Fig. 1: run 1, M1 wires
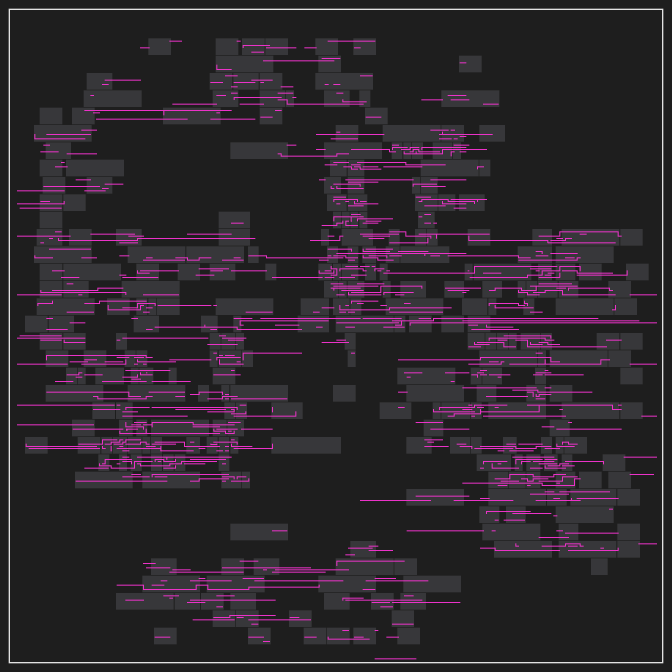
Fig. 2: run 1, metal 2
The bar under the picture is 20 µm long.
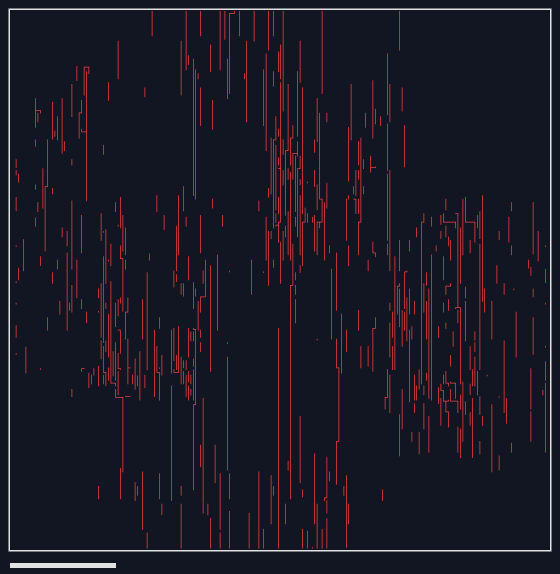
Fig. 3: run 1, signal wires on met3
The bar under the picture is 20 µm long.
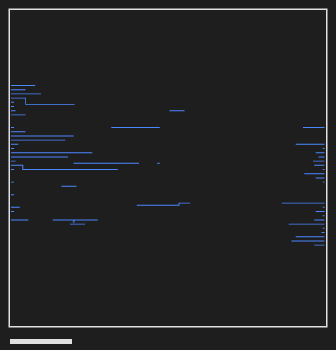
Fig. 4: run 1, clock wiring as the flow saved it
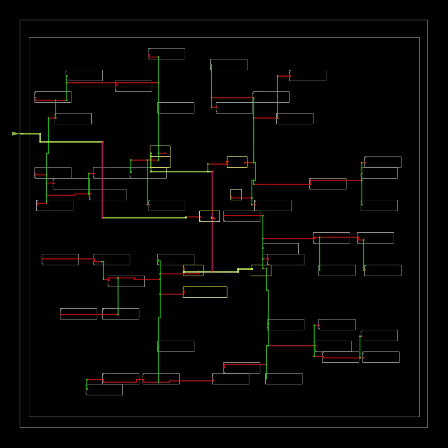
**config.mk**
```make
export PLATFORM = sky130hd
export DESIGN_NAME = instr_sequencer_flat
export DESIGN_NICKNAME = d
export VERILOG_FILES = /design/src/rtl/cpu_pkg.sv /design/src/rtl/instr_sequencer_if.sv /design/src/rtl/pc_unit.sv /design/src/rtl/instr_sequencer.sv /design/src/flat_wrapper.sv
export SDC_FILE = /design/constraint.sdc
export NUM_CORES = 1
export LEC_CHECK = 0
export CAP_MARGIN = 25
export CORE_MARGIN = 2
export CORE_UTILIZATION = 25
export DETAILED_ROUTE_END_ITERATION = 7
export GPL_ROUTABILITY_DRIVEN = 0
export GPL_TIMING_DRIVEN = 0
export PLACE_DENSITY = 0.57
export SLEW_MARGIN = 30
export SYNTH_ARGS = -nofsm -noshare
export SYNTH_HDL_FRONTEND = slang
export SYNTH_SLANG_ARGS = --single-unit
```
**constraint.sdc**
```tcl
create_clock -name Clk -period 2.92 [get_ports Clk]
set_input_delay 0.584 -clock Clk [delete_from_list [all_inputs] [get_ports Clk]]
set_output_delay 0.584 -clock Clk [all_outputs]
set_load 0.005 [all_outputs]
```
**src/rtl/cpu_pkg.sv**
```systemverilog
// cpu_pkg: opcodes, field widths, sequencer states and PC select shared by the 21-bit core
package cpu_pkg;
  localparam int OP_W  = 4;
  localparam int REG_W = 3;
  localparam int IMM_W = 8;
  localparam logic [OP_W-1:0] OP_NOP  = 4'h0;
  localparam logic [OP_W-1:0] OP_ADD  = 4'h1;
  localparam logic [OP_W-1:0] OP_SUB  = 4'h2;
  localparam logic [OP_W-1:0] OP_AND  = 4'h3;
  localparam logic [OP_W-1:0] OP_OR   = 4'h4;
  localparam logic [OP_W-1:0] OP_ADDI = 4'h5;
  localparam logic [OP_W-1:0] OP_LI   = 4'h6;
  localparam logic [OP_W-1:0] OP_BEQ  = 4'h7;
  localparam logic [OP_W-1:0] OP_BNE  = 4'h8;
  localparam logic [OP_W-1:0] OP_JMP  = 4'h9;
  localparam logic [OP_W-1:0] OP_HALT = 4'hF;
  typedef enum logic [2:0] {
    S_IDLE, S_FETCH, S_DECODE, S_EXECUTE, S_WRITEBACK, S_HALT
  } state_t;
  typedef enum logic [1:0] {PC_HOLD, PC_INC, PC_LOAD} pc_sel_t;
  function automatic logic writes_reg(input logic [OP_W-1:0] op);
    return op >= OP_ADD && op <= OP_LI;
  endfunction
  function automatic logic is_illegal(input logic [OP_W-1:0] op);
    return op >= 4'hA && op <= 4'hE;
  endfunction
  function automatic logic branch_taken(input logic [OP_W-1:0] op, input logic zero);
    return op == OP_JMP || (op == OP_BEQ && zero) || (op == OP_BNE && !zero);
  endfunction
endpackage

```
**src/rtl/instr_sequencer_if.sv**
```systemverilog
// instr_sequencer_if: ROM, ALU/register-file and status signals of the sequencer
interface instr_sequencer_if import cpu_pkg::*; #(
  parameter int PC_W  = 8,
  parameter int CNT_W = 16
);
  logic             Run;
  logic [PC_W-1:0]  Addr;
  logic [OP_W-1:0]  DataOp;
  logic [REG_W-1:0] Datars;
  logic [REG_W-1:0] Datart;
  logic [REG_W-1:0] Datard;
  logic [IMM_W-1:0] Datai;
  logic             Zero;
  logic [OP_W-1:0]  IrOp;
  logic [REG_W-1:0] IrRs;
  logic [REG_W-1:0] IrRt;
  logic [REG_W-1:0] IrRd;
  logic [IMM_W-1:0] IrImm;
  logic             ImmSel;
  logic             RegWrite;
  logic             Halted;
  logic             Illegal;
  logic [CNT_W-1:0] InstrCount;
  modport master (
    input  Run, DataOp, Datars, Datart, Datard, Datai, Zero,
    output Addr, IrOp, IrRs, IrRt, IrRd, IrImm, ImmSel, RegWrite, Halted, Illegal, InstrCount
  );
  modport slave (
    output Run, DataOp, Datars, Datart, Datard, Datai, Zero,
    input  Addr, IrOp, IrRs, IrRt, IrRd, IrImm, ImmSel, RegWrite, Halted, Illegal, InstrCount
  );
endinterface

```
**src/rtl/pc_unit.sv**
```systemverilog
// pc_unit: program counter register with hold / increment / load-immediate selection
module pc_unit import cpu_pkg::*; #(
  parameter int PC_W = 8
) (
  input  logic            Clk,
  input  logic            Rst_n,
  input  pc_sel_t         sel,
  input  logic [PC_W-1:0] imm,
  output logic [PC_W-1:0] pc
);
  logic [PC_W-1:0] pc_q, pc_d;
  always_comb pc_d = sel == PC_LOAD ? imm : sel == PC_INC ? pc_q + PC_W'(1) : pc_q;
  always_ff @(posedge Clk or negedge Rst_n)
    if (!Rst_n) pc_q <= '0;
    else pc_q <= pc_d;
  assign pc = pc_q;
endmodule

```
**src/rtl/instr_sequencer.sv**
```systemverilog
// instr_sequencer: multi-cycle fetch/decode/execute/writeback controller for the 21-bit core
module instr_sequencer import cpu_pkg::*; #(
  parameter int PC_W  = 8,
  parameter int CNT_W = 16
) (
  input logic              Clk,
  input logic              Rst_n,
  instr_sequencer_if.master bus
);
  state_t           state_q, state_d;
  logic [OP_W-1:0]  op_q, op_d;
  logic [REG_W-1:0] rs_q, rs_d, rt_q, rt_d, rd_q, rd_d;
  logic [IMM_W-1:0] imm_q, imm_d;
  logic             illegal_q, illegal_d;
  logic [CNT_W-1:0] cnt_q, cnt_d;
  pc_sel_t          pc_sel;
  logic [PC_W-1:0]  pc;
  pc_unit #(.PC_W(PC_W)) u_pc (
    .Clk   (Clk),
    .Rst_n (Rst_n),
    .sel   (pc_sel),
    .imm   (PC_W'(imm_q)),
    .pc    (pc)
  );
  always_comb begin
    state_d   = state_q;
    op_d      = op_q;
    rs_d      = rs_q;
    rt_d      = rt_q;
    rd_d      = rd_q;
    imm_d     = imm_q;
    illegal_d = illegal_q;
    cnt_d     = cnt_q;
    pc_sel    = PC_HOLD;
    case (state_q)
      S_IDLE:    state_d = bus.Run ? S_FETCH : S_IDLE;
      S_FETCH: begin
        op_d    = bus.DataOp;
        rs_d    = bus.Datars;
        rt_d    = bus.Datart;
        rd_d    = bus.Datard;
        imm_d   = bus.Datai;
        state_d = S_DECODE;
      end
      S_DECODE:  state_d = S_EXECUTE;
      S_EXECUTE: begin
        if (op_q == OP_HALT) begin
          cnt_d   = cnt_q + CNT_W'(1);
          state_d = S_HALT;
        end else if (writes_reg(op_q)) begin
          state_d = S_WRITEBACK;
        end else begin
          pc_sel    = branch_taken(op_q, bus.Zero) ? PC_LOAD : PC_INC;
          cnt_d     = cnt_q + CNT_W'(1);
          illegal_d = illegal_q | is_illegal(op_q);
          state_d   = bus.Run ? S_FETCH : S_IDLE;
        end
      end
      S_WRITEBACK: begin
        pc_sel  = PC_INC;
        cnt_d   = cnt_q + CNT_W'(1);
        state_d = bus.Run ? S_FETCH : S_IDLE;
      end
      default:   state_d = S_HALT;
    endcase
  end
  always_ff @(posedge Clk or negedge Rst_n)
    if (!Rst_n) begin
      state_q   <= S_IDLE;
      op_q      <= '0;
      rs_q      <= '0;
      rt_q      <= '0;
      rd_q      <= '0;
      imm_q     <= '0;
      illegal_q <= 1'b0;
      cnt_q     <= '0;
    end else begin
      state_q   <= state_d;
      op_q      <= op_d;
      rs_q      <= rs_d;
      rt_q      <= rt_d;
      rd_q      <= rd_d;
      imm_q     <= imm_d;
      illegal_q <= illegal_d;
      cnt_q     <= cnt_d;
    end
  assign bus.Addr       = pc;
  assign bus.IrOp       = op_q;
  assign bus.IrRs       = rs_q;
  assign bus.IrRt       = rt_q;
  assign bus.IrRd       = rd_q;
  assign bus.IrImm      = imm_q;
  assign bus.ImmSel     = op_q == OP_ADDI || op_q == OP_LI;
  assign bus.RegWrite   = state_q == S_WRITEBACK;
  assign bus.Halted     = state_q == S_HALT;
  assign bus.Illegal    = illegal_q;
  assign bus.InstrCount = cnt_q;
endmodule

```
**src/flat_wrapper.sv**
```systemverilog
// flat-port wrapper written by rule: the top's interface ports become plain ports
module instr_sequencer_flat import cpu_pkg::*;
#(
  parameter int PC_W  = 8,
  parameter int CNT_W = 16
)
  (Clk, Rst_n, bus_Run, bus_DataOp, bus_Datars, bus_Datart, bus_Datard, bus_Datai, bus_Zero, bus_Addr, bus_IrOp, bus_IrRs, bus_IrRt, bus_IrRd, bus_IrImm, bus_ImmSel, bus_RegWrite, bus_Halted, bus_Illegal, bus_InstrCount);
  instr_sequencer_if #(.PC_W(PC_W), .CNT_W(CNT_W)) bus_i ();
  input logic Clk;
  input logic Rst_n;
  input wire logic [$bits(bus_i.Run)-1:0] bus_Run;
  input wire logic [$bits(bus_i.DataOp)-1:0] bus_DataOp;
  input wire logic [$bits(bus_i.Datars)-1:0] bus_Datars;
  input wire logic [$bits(bus_i.Datart)-1:0] bus_Datart;
  input wire logic [$bits(bus_i.Datard)-1:0] bus_Datard;
  input wire logic [$bits(bus_i.Datai)-1:0] bus_Datai;
  input wire logic [$bits(bus_i.Zero)-1:0] bus_Zero;
  output wire logic [$bits(bus_i.Addr)-1:0] bus_Addr;
  output wire logic [$bits(bus_i.IrOp)-1:0] bus_IrOp;
  output wire logic [$bits(bus_i.IrRs)-1:0] bus_IrRs;
  output wire logic [$bits(bus_i.IrRt)-1:0] bus_IrRt;
  output wire logic [$bits(bus_i.IrRd)-1:0] bus_IrRd;
  output wire logic [$bits(bus_i.IrImm)-1:0] bus_IrImm;
  output wire logic [$bits(bus_i.ImmSel)-1:0] bus_ImmSel;
  output wire logic [$bits(bus_i.RegWrite)-1:0] bus_RegWrite;
  output wire logic [$bits(bus_i.Halted)-1:0] bus_Halted;
  output wire logic [$bits(bus_i.Illegal)-1:0] bus_Illegal;
  output wire logic [$bits(bus_i.InstrCount)-1:0] bus_InstrCount;
  assign bus_i.Run = bus_Run;
  assign bus_i.DataOp = bus_DataOp;
  assign bus_i.Datars = bus_Datars;
  assign bus_i.Datart = bus_Datart;
  assign bus_i.Datard = bus_Datard;
  assign bus_i.Datai = bus_Datai;
  assign bus_i.Zero = bus_Zero;
  assign bus_Addr = bus_i.Addr;
  assign bus_IrOp = bus_i.IrOp;
  assign bus_IrRs = bus_i.IrRs;
  assign bus_IrRt = bus_i.IrRt;
  assign bus_IrRd = bus_i.IrRd;
  assign bus_IrImm = bus_i.IrImm;
  assign bus_ImmSel = bus_i.ImmSel;
  assign bus_RegWrite = bus_i.RegWrite;
  assign bus_Halted = bus_i.Halted;
  assign bus_Illegal = bus_i.Illegal;
  assign bus_InstrCount = bus_i.InstrCount;
  instr_sequencer #(.PC_W(PC_W), .CNT_W(CNT_W)) u_core (.Clk(Clk), .Rst_n(Rst_n), .bus(bus_i));
endmodule
```
==> impl_metrics.tcl, run 1 <==
# metrics dict for downstream scripts
set metrics [dict create \
    setup.worst_path.class "input port to flop" \
    setup_viol 0 \
    mux_area_share_pct 11.1 \
    flop_area_um2 1230 \
    async_flop_share_pct 100 \
    taps 129 \
    vias_per_cell 4.59 \
    worst_pin_slew_ns 0.474 \
    cts_buffers 5 \
    simple_gate_share_pct 18.6 \
    hold-worst-slack_ns 0.118 \
    slowest_delay_ns 0.47 \
    area_growth_syn_to_layout_pct 42.6 \
    seq_cells 49 \
    clockPowerShare_pct 15.7 \
    logic_area_um2 1110 \
    slowest_stage "clkdlybuf4s50_1" \
    layout_top_cell "clkdlybuf4s50_1" \
    fill_cells 957 \
    antennaDiodeCount 0 \
    inverters 2 \
    synth_seq_share_pct 50.8 \
    clock_latency_ns 0.30 \
    hold_path.class "input port to asynchronous set/reset pin" \
    cts_max_level 2 \
    first_pass_iters 6 \
    num-nonclk-buffers 87 \
    synth_top_area_share_pct 50.8 \
    yosys_warnings 0 \
    adder_share_pct 1.55 \
    r2r-start "u_core.bus.IrOp[2]" \
    antenna_found_initial 0 \
    final_cell_mix "72 x clkdlybuf4s50_1, 49 x dfrtp_1, 22 x mux2_2" \
    cap_violations 0 \
    yosys_area_um2 2420 \
    drtIter0Drc 53 \
    die_x_um 102 \
    drcViolationCount 0 \
    post_drt_wl_per_cell_um 13.6 \
    p_seq_share_pct 35.8 \
    placementRows 35 \
    cts_tree "done" \
    clkTransAtPathRegs_ns 0.10 \
    p_int_mw 2.16 \
    path_max_fanout 10 \
    grt_max_degree 37 \
    p_comb_share_pct 48.6 \
    report.final.slew_viol_count 0 \
    cp_top_family "buffers and inverters" \
    flop_cell "dfrtp_1" \
    cts_resized 0 \
    buffer_area_share_pct 23.8 \
    power.leakage_nw 1.42 \
    synth_cell_type_count 42 \
    stdcell_count 430 \
    comb-cell-share_pct 32.2 \
    clock-sinks 49 \
    fin_tns_setup_ns 0 \
    largest_area_cell "dfrtp_1" \
    skew_ns 0.00589 \
    grt_pass1_wl_mm 9.43 \
    layout-drive-gt1-share_pct 15.6 \
    clockBufferDepth 2 \
    grt_pass1_vias 1933 \
    max_slew_margin_pct 68.4 \
    num_io_pins 74 \
    r2r_end "u_core.u_pc.pc[5]" \
    cts_root_buf "clkbuf_8" \
    cp-end-kind "flop" \
    topCellsByArea "dfrtp_1 51%, mux2_2 10%, xor2_1 5.4%, o21ai_0 3.5%, nand2_1 2.3%" \
    avgSynthCellArea_um2 11.0 \
    crit_buf_inv 2 \
    seq_share_pct 35.6 \
    power_density_nw_per_um2 960 \
    grt_overflow 0 \
    crit_path_cell_trace "clkdlybuf4s50_1 -> nor2_1 -> o22ai_1 -> a211oi_1 -> o21a_1 -> ha_1 -> clkbuf_1 -> o21ai_0 -> mux2_2" \
    min_period_ns 2.48 \
    swShare_pct 34.6 \
    die_area_um2 10500 \
    max_freq_mhz 403 \
    synth_flops 49 \
    clk_share_pct 3.49 \
    grt_util_all_layers_pct 11.5 \
    coreArea_um2 9330 \
    rsz0062_at_grt "false" \
    yosys-stat-cells 219 \
    finish.utilization_pct 36.9 \
    synth_cells 219 \
    mappedNetlistArea_um2 2420 \
    post_cts_buffers 0 \
    place.port_buffers 73 \
    outcome "finished, final reports clean" \
    aoi_share_pct 8.54 \
    reg2reg_depth 9 \
    most_common_cell "dfrtp_1" \
    crit_path_start_kind "input port" \
    tool_warnings 26 \
    placed_cells 422 \
    power.switching_mw 1.15 \
    logic_gates 155 \
    hold_buffers 0 \
    period_used_pct 85.1 \
    netlist_top_cells_count "49 x dfrtp_1, 22 x mux2_2, 17 x o21ai_0" \
    peakVddDrop_mv 0.333 \
    hold_viol 0 \
    worstPathArrival_ns 2.68 \
    dp_hpwl_mm 4.25 \
    die_h_um 102 \
    fin_nets 328 \
    postRouteAntennaNets 0 \
    synth-edff-count 0 \
    crit_required_ns 3.12 \
    r2r_slack_ns 0.48 \
    largest_reg_flops 16 \
    fp_nets 247 \
    fp_util_pct 25.9 \
    ys_sh_xor_pct 6.16 \
    largestClassByArea "registers" \
    synthTopLogicFamily "simple AND/OR/NAND/NOR gates" \
]
-- Fig. 1 (at the start) --
main direction: horizontal
nets with wire on the layer: 288
longest straight run: 38.6 µm
wire length on this layer: 2770 µm
routed via count: 1973
aggregate routed wire length: 5.86 mm
grt met1 use: 15.2%

-- Fig. 2 (at the start) --
nets with wire on the layer: 298
wire length on this layer: 2690 µm
longest straight run: 41.6 µm
main direction: vertical

-- Fig. 3 (at the start) --
wire length on this layer: 360 µm
share of all routed wire: 6.1%
main direction: horizontal
longest straight run: 30.6 µm
nets with wire on the layer: 51
M3 GR Usage: 3.76%

-- Fig. 4 (at the start) --
clk_buf instances: 6
clock group power: 0.518 mW

run 1: routing by layer:
layer	vias up	GRT usage [%]	part of all wire [%]
met1	962	15.2	47
met2	61	18.6	46
met3	5	3.76	6.1
li1	945	-	-
met4	0	2.26	0.75
met5	-	0	0
run 1: worst register-to-register path: stages (launching register included):
cell,delay (ns)
dfrtp_1,0.39
clkbuf_1,0.22
or3_1,0.35
a21oi_1,0.13
a211oi_1,0.07
o21a_1,0.19
ha_1,0.41
clkbuf_1,0.36
o21ai_0,0.14
o21ai_0,0.10
run 1: power groups by stage:
| stage | clock (mW) | combinational [mW] | sequential, mW |
|---|---|---|---|
| 2_1_floorplan | 0 | 0.861 | 1.17 |
| 3_3_place_gp | 0 | 1.59 | 1.20 |
| 3_5_place_dp | 0 | 1.61 | 1.20 |
| 4_1_cts | 0.538 | 1.63 | 1.19 |
| 5_1_grt | 0.567 | 1.76 | 1.23 |
| 6_report | 0.518 | 1.61 | 1.18 |
run 1: worst max-delay path by stage:
stage	start	end	slack (ns)	cells past startpoint
6_report	bus_Zero	u_core.u_pc.pc[0]	0.44	9
5_1_grt	u_core.bus.IrOp[2]	u_core.u_pc.pc[0]	0.22	9
4_1_cts	bus_Zero	u_core.u_pc.pc[0]	0.44	9
3_5_place_dp	bus_Zero	u_core.u_pc.pc[0]	0.12	9
3_3_place_gp	Rst_n	u_core.bus.IrRd[1]	-0.33	1
2_1_floorplan	u_core.bus.IrOp[0]	u_core.u_pc.pc[6]	0.76	10
run 1: metrics by stage:
step	worst slack, ns	power [mW]	area, µm²
after detailed placement	0.117	2.81	3330
after global placement	-0.327	2.79	3310
final	0.436	3.31	3450
after CTS	0.436	3.36	3450
after floorplan	0.757	2.03	2420
after global routing	0.215	3.56	3450
--- run 2 (diff from run 1) ---
--- a/config.mk
+++ b/config.mk
@@ -9,7 +9,6 @@
 export CORE_MARGIN = 2
 export CORE_UTILIZATION = 25
 export DETAILED_ROUTE_END_ITERATION = 7
-export GPL_ROUTABILITY_DRIVEN = 0
 export GPL_TIMING_DRIVEN = 0
 export PLACE_DENSITY = 0.57
 export SLEW_MARGIN = 30
Fig. 5: run 2, signal wires on met3
The bar under the picture is 20 µm long.
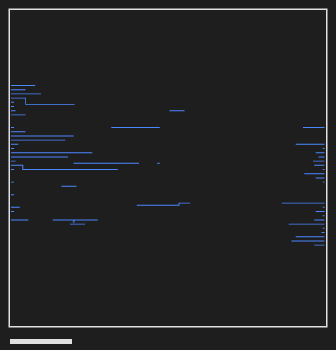
nets with wire on the layer: 51
longest straight run: 30.6 µm

Fig. 6: run 2, routed metal per tile
The bar under the picture is 20 µm long. The die is cut into 20 by 20 equal tiles; dark purple is low, yellow is high, scaled to the fullest tile. Values are wire area over tile area, all layers added.
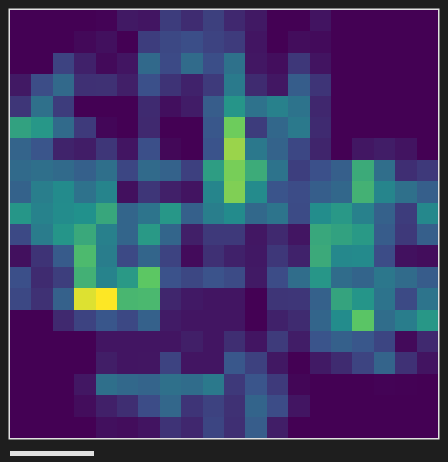
tiles over half the peak: 9.0%
mean over tiles: 0.088
emptiest ninth of the die: upper right
densest ninth of the die: middle left
nearly empty tiles: 24%
WL per Instance: 13.6 µm
gr usage total: 11.5%

Fig. 7: run 2, metal 2
The bar under the picture is 20 µm long.
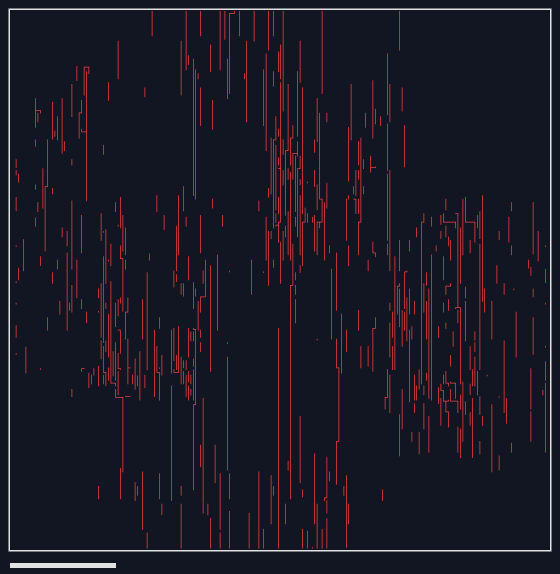
longest straight run: 41.6 µm
share of all routed wire: 46%
nets with wire on the layer: 298
main direction: vertical
met2 usage: 18.6%

==> run 2 against run 1 <==
Compared with the run above: flip-flop count unchanged; clock skew is the same; core utilization stayed put; highest routed layer unchanged; sequential power barely moved; critical path depth is the same; largest power group unchanged; count of clock-buffer cells in the layout unchanged; die size stayed put.
==> impl_metrics.tcl, run 2 <==
# metrics dict for downstream scripts
set metrics [dict create \
    cts_resized 0 \
    tool_warnings 26 \
    fin_nets 328 \
    yosys_area_um2 2420 \
    die_x_um 102 \
    worst_pin_slew_ns 0.474 \
    simple_gate_share_pct 18.6 \
    hold_buffers 0 \
    hold_viol 0 \
    layout-drive-gt1-share_pct 15.6 \
    avgSynthCellArea_um2 11.0 \
    rsz0062_at_grt "false" \
    synthTopLogicFamily "simple AND/OR/NAND/NOR gates" \
    cts_tree "done" \
    post_cts_buffers 0 \
    clkTransAtPathRegs_ns 0.10 \
    largest_area_cell "dfrtp_1" \
    mux_area_share_pct 11.1 \
    dp_hpwl_mm 4.25 \
    synth_top_area_share_pct 50.8 \
    num_io_pins 74 \
    cap_violations 0 \
    async_flop_share_pct 100 \
    period_used_pct 85.1 \
    place.port_buffers 73 \
    r2r_slack_ns 0.48 \
    outcome "finished, final reports clean" \
    postLayoutCellArea_um2 3450 \
    synth_flops 49 \
    synth-edff-count 0 \
    routed_wl_mm 5.86 \
    setup_viol 0 \
    clock_latency_ns 0.30 \
    coreArea_um2 9330 \
    min_period_ns 2.48 \
    largest_reg_flops 16 \
    final_cell_mix "72 x clkdlybuf4s50_1, 49 x dfrtp_1, 22 x mux2_2" \
    synth_cells 219 \
    power_density_nw_per_um2 960 \
    power.leakage_nw 1.42 \
    grt_pass1_wl_mm 9.43 \
    topCellsByArea "dfrtp_1 51%, mux2_2 10%, xor2_1 5.4%, o21ai_0 3.5%, nand2_1 2.3%" \
    cts_max_level 2 \
    yosys-stat-cells 219 \
    skew_ns 0.00589 \
    vias_per_cell 4.59 \
    cp-end-kind "flop" \
    path_max_fanout 10 \
    die_area_um2 10500 \
    antenna_found_initial 0 \
    layout_top_cell "clkdlybuf4s50_1" \
    antennaDiodeCount 0 \
    vias 1973 \
    report.final.slew_viol_count 0 \
    cts_buffers 5 \
    flop_cell "dfrtp_1" \
    hold-worst-slack_ns 0.118 \
    crit_required_ns 3.12 \
    finish.utilization_pct 36.9 \
    drcViolationCount 0 \
    r2r-start "u_core.bus.IrOp[2]" \
    cts_root_buf "clkbuf_8" \
    ys_sh_xor_pct 6.16 \
    postPlaceCellArea_um2 3330 \
    yosys_warnings 0 \
    most_common_cell "dfrtp_1" \
    placementRows 35 \
    netlist_top_cells_count "49 x dfrtp_1, 22 x mux2_2, 17 x o21ai_0" \
    postRouteAntennaNets 0 \
    max_freq_mhz 403 \
    reg2reg_depth 9 \
    setup_ws_ns 0.436 \
    grt_max_degree 37 \
    fp_nets 247 \
    hold_path.class "input port to asynchronous set/reset pin" \
    fp_util_pct 25.9 \
    drtIter0Drc 53 \
    grt_overflow 0 \
    startpoint "bus_Zero" \
    crit_path_start_kind "input port" \
    area_growth_syn_to_layout_pct 42.6 \
    mappedNetlistArea_um2 2420 \
    peakVddDrop_mv 0.333 \
    pre_cts_ws_ns 0.117 \
    aoi_share_pct 8.54 \
    worstPathArrival_ns 2.68 \
    grt_pass1_vias 1933 \
    clock-sinks 49 \
    adder_share_pct 1.55 \
]
-- run 2: cell counts after synthesis --
No cell type changed its count.
-- run 2: logic make-up (layout without fill, tap and decap cells) --
logic type | count (synthesis) | after routing
buf+inv | 15 | 97
fa+ha+maj | 3 | 3
xor+xnor | 17 | 17
mux | 24 | 24
compound gates | 34 | 34
flops | 49 | 49
simple gates | 77 | 77
-- run 2: layout make-up --
type	count	area [µm²]
Fill cell	957	5880
Sequential cell	49	1230
Multi-Input combinational cell	155	1110
Timing Repair Buffer	74	748
Tap cell	129	161
Clock buffer	6	82.6
Buffer	13	71.3
Clock inverter	2	37.5
Inverter	2	7.51
-- run 2: worst max-delay path: stages --
cell             delay (ns)
clkdlybuf4s50_1        0.47
nor2_1                 0.11
o22ai_1                0.08
a211oi_1               0.27
o21a_1                 0.14
ha_1                   0.19
clkbuf_1               0.40
o21ai_0                0.16
mux2_2                 0.27
-- run 2: where the power goes --
part           switching [mW]  internal (mW)
clock                   0.239          0.279
sequential              0.240          0.944
combinational           0.666          0.941
total                    1.15           2.16
-- run 2: layer usage --
metal	vias up	global-route usage (%)	wire length, µm
li1	945	-	-
met1	962	15.2	2770
met2	61	18.6	2690
met3	5	3.76	360
met4	0	2.26	44
met5	-	0	0
-- run 2: worst max-delay path by stage --
stage	to	slack (ns)	cells after the start
4_1_cts	u_core.u_pc.pc[0]	0.44	9
3_5_place_dp	u_core.u_pc.pc[0]	0.12	9
2_1_floorplan	u_core.u_pc.pc[6]	0.76	10
5_1_grt	u_core.u_pc.pc[0]	0.22	9
3_3_place_gp	u_core.bus.IrRd[1]	-0.33	1
6_report	u_core.u_pc.pc[0]	0.44	9
-- run 2: stage by stage --
stage               TNS, ns  instances
floorplan                 0        219
global placement     -15.81        421
detailed placement        0        422
CTS                       0        430
global route              0        430
finish                    0        430
Fig. 8: run 2, clock wiring as the flow saved it
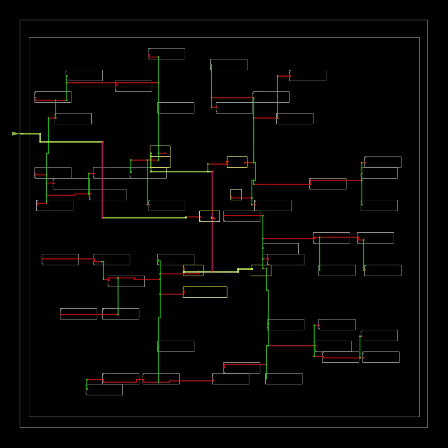

--- run 3 (diff from run 2) ---
--- a/config.mk
+++ b/config.mk
@@ -10,6 +10,7 @@
 export CORE_UTILIZATION = 25
 export DETAILED_ROUTE_END_ITERATION = 7
 export GPL_TIMING_DRIVEN = 0
+export MAX_ROUTING_LAYER = met4
 export PLACE_DENSITY = 0.57
 export SLEW_MARGIN = 30
 export SYNTH_ARGS = -nofsm -noshare
Fig. 9: run 3, clock wiring as the flow saved it
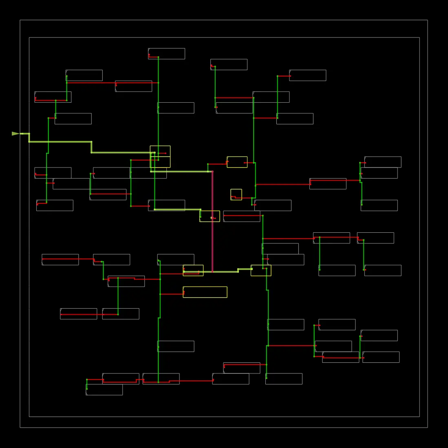
clk_lat worst skew: 0.30 ns
skew final: 0.00496 ns
Seq Cell Count: 49

Fig. 10: run 3, metal 2
The bar under the picture is 20 µm long.
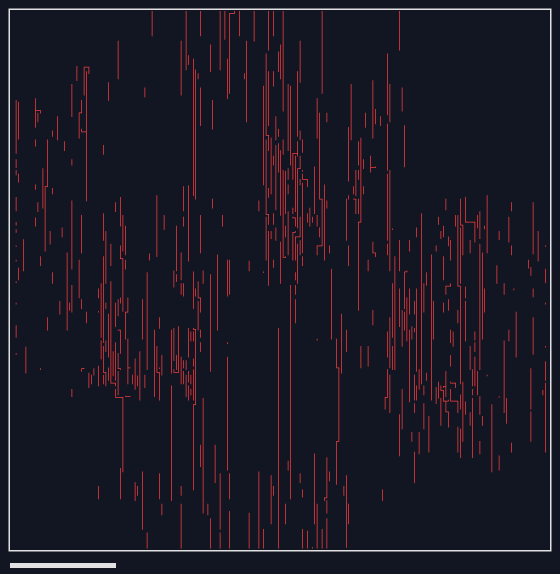
share of all routed wire: 46%
main direction: vertical
met2 usage: 18.6%
routed via count: 1980
aggregate routed wire length: 5.83 mm

Fig. 11: run 3, signal wires on met3
The bar under the picture is 20 µm long.
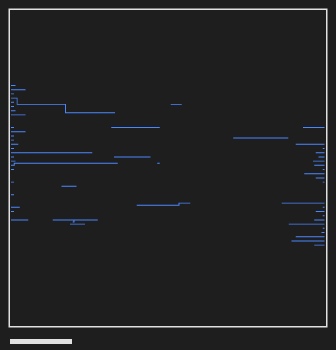
main direction: horizontal
share of all routed wire: 5.4%
wire length on this layer: 313 µm
longest straight run: 33.4 µm
nets with wire on the layer: 52
M3 GR Usage: 3.21%

==> run 3 against run 2 <==
Compared with the run above: die size unchanged; core utilization is the same; count of clock-buffer cells in the layout did not move; area after synthesis is the same; fmax is 0.47% higher; clock skew decreased by 0.00093 ns; synthesized cell count unchanged; design area is the same; largest cell class unchanged.
==> impl_metrics.tcl, run 3 <==
# metrics dict for downstream scripts
set metrics [dict create \
    outcome "finished, final reports clean" \
    routedLengthMet1_mm 2.82 \
    min_period_ns 2.47 \
    post_cts_buffers 0 \
    num_io_pins 74 \
    setup_ws_ns 0.448 \
    synth-edff-count 0 \
    cap_violations 0 \
    clkTransAtPathRegs_ns 0.10 \
    pre_cts_ws_ns 0.117 \
    worst_pin_slew_ns 0.472 \
    layout-drive-gt1-share_pct 15.6 \
    cts_root_buf "clkbuf_8" \
    layout_top_cell "clkdlybuf4s50_1" \
    grt_pass1_vias 1937 \
    area_growth_syn_to_layout_pct 42.6 \
    met1_usage_pct 15.6 \
    rsz0062_at_grt "false" \
    synth_seq_share_pct 50.8 \
    synth_top_area_share_pct 50.8 \
    startpoint "bus_Zero" \
    endpoint "u_core.u_pc.pc[0]" \
    synth_cells 219 \
    fp_util_pct 25.9 \
    wl_met3_um 313 \
    post_drt_wl_per_cell_um 13.6 \
    inverters 2 \
    hold_viol 0 \
    power_density_nw_per_um2 959 \
    most_common_cell "dfrtp_1" \
    cts_max_level 2 \
    max_freq_mhz 405 \
    peakVddDrop_mv 0.333 \
    die_h_um 102 \
    grt_pass1_wl_mm 9.43 \
    cts_resized 0 \
    antenna_found_initial 0 \
    antennaDiodeCount 0 \
    logic_area_um2 1110 \
    r2r_slack_ns 0.50 \
    setup.worst_path.class "input port to flop" \
    setup_viol 0 \
    crit_path_start_kind "input port" \
    dp_hpwl_mm 4.25 \
    clk_share_pct 3.49 \
    finish.utilization_pct 36.9 \
    async_flop_share_pct 100 \
    power.switching_mw 1.14 \
    cts_tree "done" \
    worstPathArrival_ns 2.67 \
    clockPowerShare_pct 15.7 \
    flop_area_um2 1230 \
    yosys-stat-cells 219 \
    seq_share_pct 35.6 \
    clock-sinks 49 \
    grt_overflow 0 \
    buffer_area_share_pct 23.8 \
    coreArea_um2 9330 \
    comb-cell-share_pct 32.2 \
    wl_met2_mm 2.67 \
    cts_buffers 5 \
    placed_cells 422 \
    fin_tns_setup_ns 0 \
    logic_gates 155 \
    fill_cells 957 \
    die_area_um2 10500 \
    grt_max_degree 37 \
    n_clock_buffer 6 \
    power.leakage_nw 1.42 \
    cp-end-kind "flop" \
    path_max_fanout 10 \
    num-nonclk-buffers 87 \
    largest_reg_flops 16 \
    p_int_mw 2.16 \
    reg2reg_depth 9 \
    p_seq_share_pct 35.8 \
    synth_cell_type_count 42 \
    report.final.slew_viol_count 0 \
    avgSynthCellArea_um2 11.0 \
    taps 129 \
    die_x_um 102 \
    drcViolationCount 0 \
    stdcell_count 430 \
    netlist_top_cells_count "49 x dfrtp_1, 22 x mux2_2, 17 x o21ai_0" \
    r2r_end "u_core.u_pc.pc[5]" \
    tool_warnings 26 \
    highest_layer "met4" \
    yosys_warnings 0 \
    fp_nets 247 \
    r2r-start "u_core.bus.IrOp[2]" \
    yosys_area_um2 2420 \
    period_used_pct 84.7 \
    crit_required_ns 3.12 \
    hold_buffers 0 \
    first_pass_iters 4 \
    placementRows 35 \
    final_cell_mix "72 x clkdlybuf4s50_1, 49 x dfrtp_1, 22 x mux2_2" \
    place.port_buffers 73 \
    p_total_mw 3.31 \
    globalRoute.busiestLayer "met2" \
    flop_cell "dfrtp_1" \
    drtIter0Drc 67 \
    clockBufferDepth 2 \
    largestClassByArea "registers" \
    p_comb_share_pct 48.5 \
    postRouteAntennaNets 0 \
    topCellsByArea "dfrtp_1 51%, mux2_2 10%, xor2_1 5.4%, o21ai_0 3.5%, nand2_1 2.3%" \
    swShare_pct 34.5 \
    fin_nets 328 \
    vias_per_cell 4.60 \
]
-- run 3: cell counts in the layout (fill, tap and decap cells not counted) --
Identical to the previous run, type by type.
-- run 3: critical path: stages --
cell and delay (ns):
clkdlybuf4s50_1 0.47, nor2_1 0.12, o22ai_1 0.08, a211oi_1 0.26, o21a_1 0.14, ha_1 0.19
clkbuf_1 0.40, o21ai_0 0.16, mux2_2 0.27
-- run 3: how the worst min path moves through the flow --
stage                                end  slack [ns]  cells past startpoint
4_1_cts        u_core.bus.InstrCount[15]        0.11                      1
2_1_floorplan         u_core.bus.Illegal        0.29                      0
5_1_grt        u_core.bus.InstrCount[15]        0.11                      1
3_3_place_gp   u_core.bus.InstrCount[15]        0.46                      1
3_5_place_dp   u_core.bus.InstrCount[15]        0.45                      1
6_report              u_core.bus.IrRd[2]        0.12                      1
-- run 3: power groups by stage --
| stage | sequential [mW] | clock, mW | combinational (mW) |
|---|---|---|---|
| after floorplan | 1.17 | 0 | 0.861 |
| after global placement | 1.20 | 0 | 1.59 |
| after detailed placement | 1.20 | 0 | 1.61 |
| after CTS | 1.19 | 0.538 | 1.63 |
| after global routing | 1.23 | 0.569 | 1.76 |
| final | 1.18 | 0.517 | 1.60 |
-- run 3: logic make-up (layout without fill, tap and decap cells) --
kind of cell,Yosys count,in the layout,synth area share (%)
xor gates and xnor gates,17,17,6.16
buffers and inverters,15,97,3.26
DFF,49,49,50.8
and+or+nand+nor,77,77,18.6
adders and majority gates,3,3,1.55
muxes,24,24,11.1
AOI/OAI and AO/OA,34,34,8.55
-- run 3: per-stage QoR --
stage	hold WS [ns]	cell area (µm²)
after global placement	0.458	3310
after floorplan	0.288	2420
after CTS	0.111	3450
final	0.118	3450
after global routing	0.110	3450
after detailed placement	0.450	3330
Power is estimated from default activity; no workload was simulated.
